==> src/rtl/skew_feeder.sv <==
// Tile buffer that replays stored column vectors onto the systolic array edge
// with diagonal skew: lane i lags lane 0 by i cycles, per-lane valid marks real data.
module skew_feeder #(
  parameter int unsigned DATA_WIDTH = 8,
  parameter int unsigned LENGTH     = 4,
  parameter int unsigned DEPTH      = 4,
  parameter int unsigned CNT_WIDTH  = 3
) (
  input  logic                                clk,
  input  logic                                reset,
  input  logic                                in_valid,
  output logic                                in_ready,
  input  logic [0:LENGTH-1][DATA_WIDTH-1:0]   in_data,
  input  logic                                start,
  output logic [0:LENGTH-1][DATA_WIDTH-1:0]   out_data,
  output logic [0:LENGTH-1]                   out_valid,
  output logic                                busy,
  output logic                                done,
  output logic [CNT_WIDTH-1:0]                load_cnt
);

  localparam int unsigned CW = CNT_WIDTH;
  localparam int unsigned AW = (DEPTH > 1) ? $clog2(DEPTH) : 1;

  typedef enum logic {
    IDLE = 1'b0,
    FEED = 1'b1
  } state_t;

  state_t                              state_q, state_d;
  logic [CW-1:0]                       t_q, t_d;
  logic [CW-1:0]                       load_cnt_d;
  logic                                wr_en;
  logic                                done_d;
  logic                                in_ready_d;
  logic [0:LENGTH-1][DATA_WIDTH-1:0]   out_data_d;
  logic [0:LENGTH-1]                   out_valid_d;
  logic [CW:0]                         k_ext;
  logic [CW-1:0]                       k;

  logic [0:LENGTH-1][DATA_WIDTH-1:0]   mem [DEPTH];

  // Tile storage; contents are don't-care after reset, so no reset on this array.
  always_ff @(posedge clk) begin
    if (wr_en) begin
      mem[AW'(load_cnt)] <= in_data;
    end
  end

  // State register and registered outputs.
  always_ff @(posedge clk or posedge reset) begin
    if (reset) begin
      state_q   <= IDLE;
      t_q       <= '0;
      load_cnt  <= '0;
      done      <= 1'b0;
      busy      <= 1'b0;
      in_ready  <= 1'b1;
      out_data  <= '0;
      out_valid <= '0;
    end else begin
      state_q   <= state_d;
      t_q       <= t_d;
      load_cnt  <= load_cnt_d;
      done      <= done_d;
      busy      <= (state_d == FEED);
      in_ready  <= in_ready_d;
      out_data  <= out_data_d;
      out_valid <= out_valid_d;
    end
  end

  // Next state, counters, and next-cycle lane outputs.
  always_comb begin
    state_d     = state_q;
    t_d         = t_q;
    load_cnt_d  = load_cnt;
    wr_en       = 1'b0;
    done_d      = 1'b0;
    out_data_d  = '0;
    out_valid_d = '0;
    k_ext       = '0;
    k           = '0;

    case (state_q)
      IDLE: begin
        wr_en = in_valid && in_ready;
        if (wr_en) begin
          load_cnt_d = load_cnt + CW'(1);
        end
        if (start && ((load_cnt != '0) || wr_en)) begin
          state_d = FEED;
          t_d     = '0;
        end
      end
      FEED: begin
        if (t_q == (load_cnt + CW'(LENGTH) - CW'(1) - CW'(1))) begin
          state_d    = IDLE;
          t_d        = '0;
          load_cnt_d = '0;
          done_d     = 1'b1;
        end else begin
          t_d = t_q + CW'(1);
        end
      end
      default: state_d = IDLE;
    endcase

    // Lane i shows vector t-i; a vector written on the FEED-entry edge is bypassed.
    if (state_d == FEED) begin
      for (int i = 0; i < LENGTH; i++) begin
        k_ext = {1'b0, t_d} - (CW+1)'(i);
        k     = k_ext[CW-1:0];
        if (!k_ext[CW] && (k < load_cnt_d)) begin
          out_valid_d[i] = 1'b1;
          if (wr_en && (k == load_cnt)) begin
            out_data_d[i] = in_data[i];
          end else begin
            out_data_d[i] = mem[AW'(k)][i];
          end
        end
      end
    end

    in_ready_d = (state_d == IDLE) && (load_cnt_d < CW'(DEPTH));
  end

endmodule

==> config.mk <==
export PLATFORM = sky130hd
export DESIGN_NAME = skew_feeder
export DESIGN_NICKNAME = d
export VERILOG_FILES = /design/src/rtl/skew_feeder.sv
export SDC_FILE = /design/constraint.sdc
export NUM_CORES = 1
export LEC_CHECK = 0
export CORE_MARGIN = 1.5
export CORE_UTILIZATION = 40
export CTS_CLUSTER_SIZE = 20
export DETAILED_ROUTE_END_ITERATION = 8
export PLACE_DENSITY = 0.71
export RECOVER_POWER = 50
export SETUP_SLACK_MARGIN = 0.5
export SLEW_MARGIN = 30
export SYNTH_ARGS = -nofsm -noshare
export SYNTH_HDL_FRONTEND = slang
export SYNTH_SLANG_ARGS = --single-unit
==> constraint.sdc <==
create_clock -name clk -period 5 [get_ports clk]
set_input_delay 0.5 -clock clk [delete_from_list [all_inputs] [get_ports clk]]
set_output_delay 0.5 -clock clk [all_outputs]
set_load 0.1 [all_outputs]
==> run notes <==
Implementation numbers.

- The flow ran to the end, but the final reports show violations.
- The checks that failed: max-capacitance violations, max-slew violations.
- The library cell with the largest summed area after synthesis is sky130_fd_sc_hd__edfxtp_1.
- Looking at the power breakdown, combinational cells take approximately half of the total.
- The final layout report lists a non-clock buffer count of about 80.
- The final timing report derives a shortest allowable period of approximately 4.0 ns.
- Summing every instance area after synthesis gives 0.00717 mm^2.
- The floorplan step defined a die boundary enclosing 0.0187 mm^2.
- The largest registers in the layout are mem (128), out_data (32), out_valid (4).
- The placement summary gives the final routability congestion estimate as approximately 0.8.
- The design internal power is ~3.6 mW.
- The aggregate global routing overflow is 0.
- The worst-case headroom to the max-slew limit is -47.1%.
- The sequential share of the synthesized area is just under 70%.
- By count the netlist is led by 128 x sky130_fd_sc_hd__edfxtp_1, 44 x sky130_fd_sc_hd__dfrtp_1, 43 x sky130_fd_sc_hd__nand2_1, 19 x sky130_fd_sc_hd__a21oi_1, 17 x sky130_fd_sc_hd__mux2i_1.
- Sequential cells account for between 20% and 30% of the total power.
- The number of max-cap violations is 2.
- The synthesized instance count is around 450.
- In the final design, more cell area goes to sequential cells than to any other class.
- The total area of multi-input combinational cells is between 0.0015 and 0.002 mm^2.
- Measured along the x axis, the die boundary spans around 140 um.
- The flip-flop count of the largest register after layout is about 130.
- On met2, the global router reports a usage of around 28%.
- Tap insertion was completed with 225 tapcells.
- In this run the mean area of a mapped cell was 16.0 um^2.
- Once routing completed, OpenROAD measured the worst setup slack at roughly 1 ns.
- Per the STA report, the cell with the highest stage delay on the worst path is sky130_fd_sc_hd__a2111oi_4.
- The non-clock inverters instantiated in the layout total 18.
- STA classifies the critical path endpoint as a flip-flop.
- The script parses the final routing iteration and logs DRC violations as 0.
- The most common logic cell in the routed design is sky130_fd_sc_hd__edfxtp_1.
- The final count of pins violating max slew is between 70 and 80.
- After clock tree synthesis, the clock-pin slew on the worst setup and hold paths is 0.06 ns.
- The layer with the highest usage after global routing is met2.
- The cell count of the worst hold path is 2.
- The maximum ir drop on the vdd rail is around 0.35 mV.
- The pre-antenna-repair detailed-routing pass consisted of 7 iterations.
- Counting the clock-network buffers in the layout gives 19.
- The first-pass GRT wire length is roughly 23,000 um.
- The number of fill cells in the layout is about 1,400.
- The top register by number of flip-flops is mem.
- The worst setup path is launched from a flip-flop.
- Among all flip-flop cells after synthesis, the most frequent one is sky130_fd_sc_hd__edfxtp_1.
- The synthesis stats list as the most numerous cell sky130_fd_sc_hd__edfxtp_1.
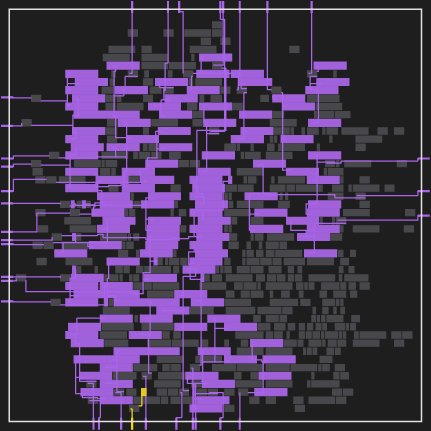
(images/io_fan.png)
Drawn at 3 px/um.
legend:
  reset:
    color: yellow
    direction: input
    edge: bottom
    end_cells: 1
    wire: 9.40 um
  in_data:
    color: purple
    direction: input
    edge: 12 left, 9 bottom, 8 top, 3 right
    end_cells: 136
    wire: 1,860 um
port bufs: 77
I/O Pins: 78

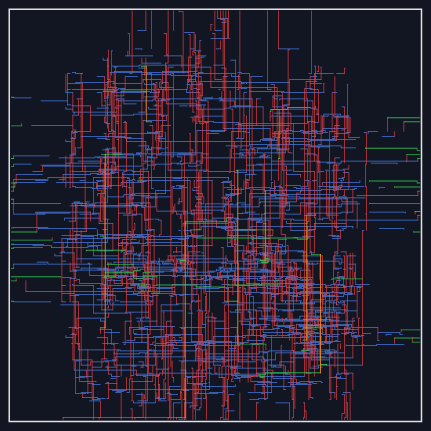
(images/wires.png)
Drawn at 3 px/um.
legend:
  metal 3:
    color: green
    wire_length: 548 um
  metal 2:
    color: red
    wire_length: 7,240 um
  metal 1:
    color: blue
    wire_length: 6,360 um
  metal 4:
    color: orange
    wire_length: 320 um
via count of the routed design: 3,997
final wirelength: 14,500 um
overall routing resource usage: 16.5%
wire length per cell after detailed routing: 18.9 um

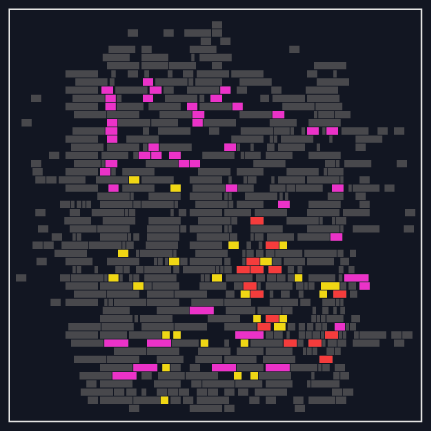
(images/logic_types.png)
Drawn at 3 px/um.
legend:
  mux cells:
    color: magenta
    cells: 43
  fa/ha/maj cells:
    color: red
    cells: 15
  non-inverting ao/oa cells:
    color: yellow
    cells: 25
Layout Cells excl Fill: 764
multi-input combinational area share: 22.7%

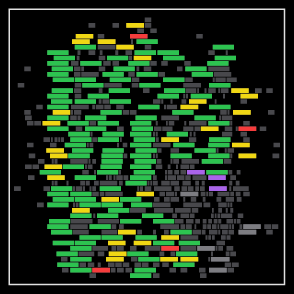
(images/flops_by_reg.png)
Drawn at 2 px/um. Other sequential cells in the stronger gray, the rest of the logic in the fainter gray.
legend:
  mem:
    color: green
    sequential_cells: 128
  out_data:
    color: yellow
    sequential_cells: 32
    where: widely spread
  out_valid:
    color: red
    sequential_cells: 4
  t_q:
    color: purple
    sequential_cells: 3
sequential logic power: 1.76 mW
flop share of the area: 57.2%
storage element area: 0.00497 mm^2

Power and IR drop assume default switching activity.
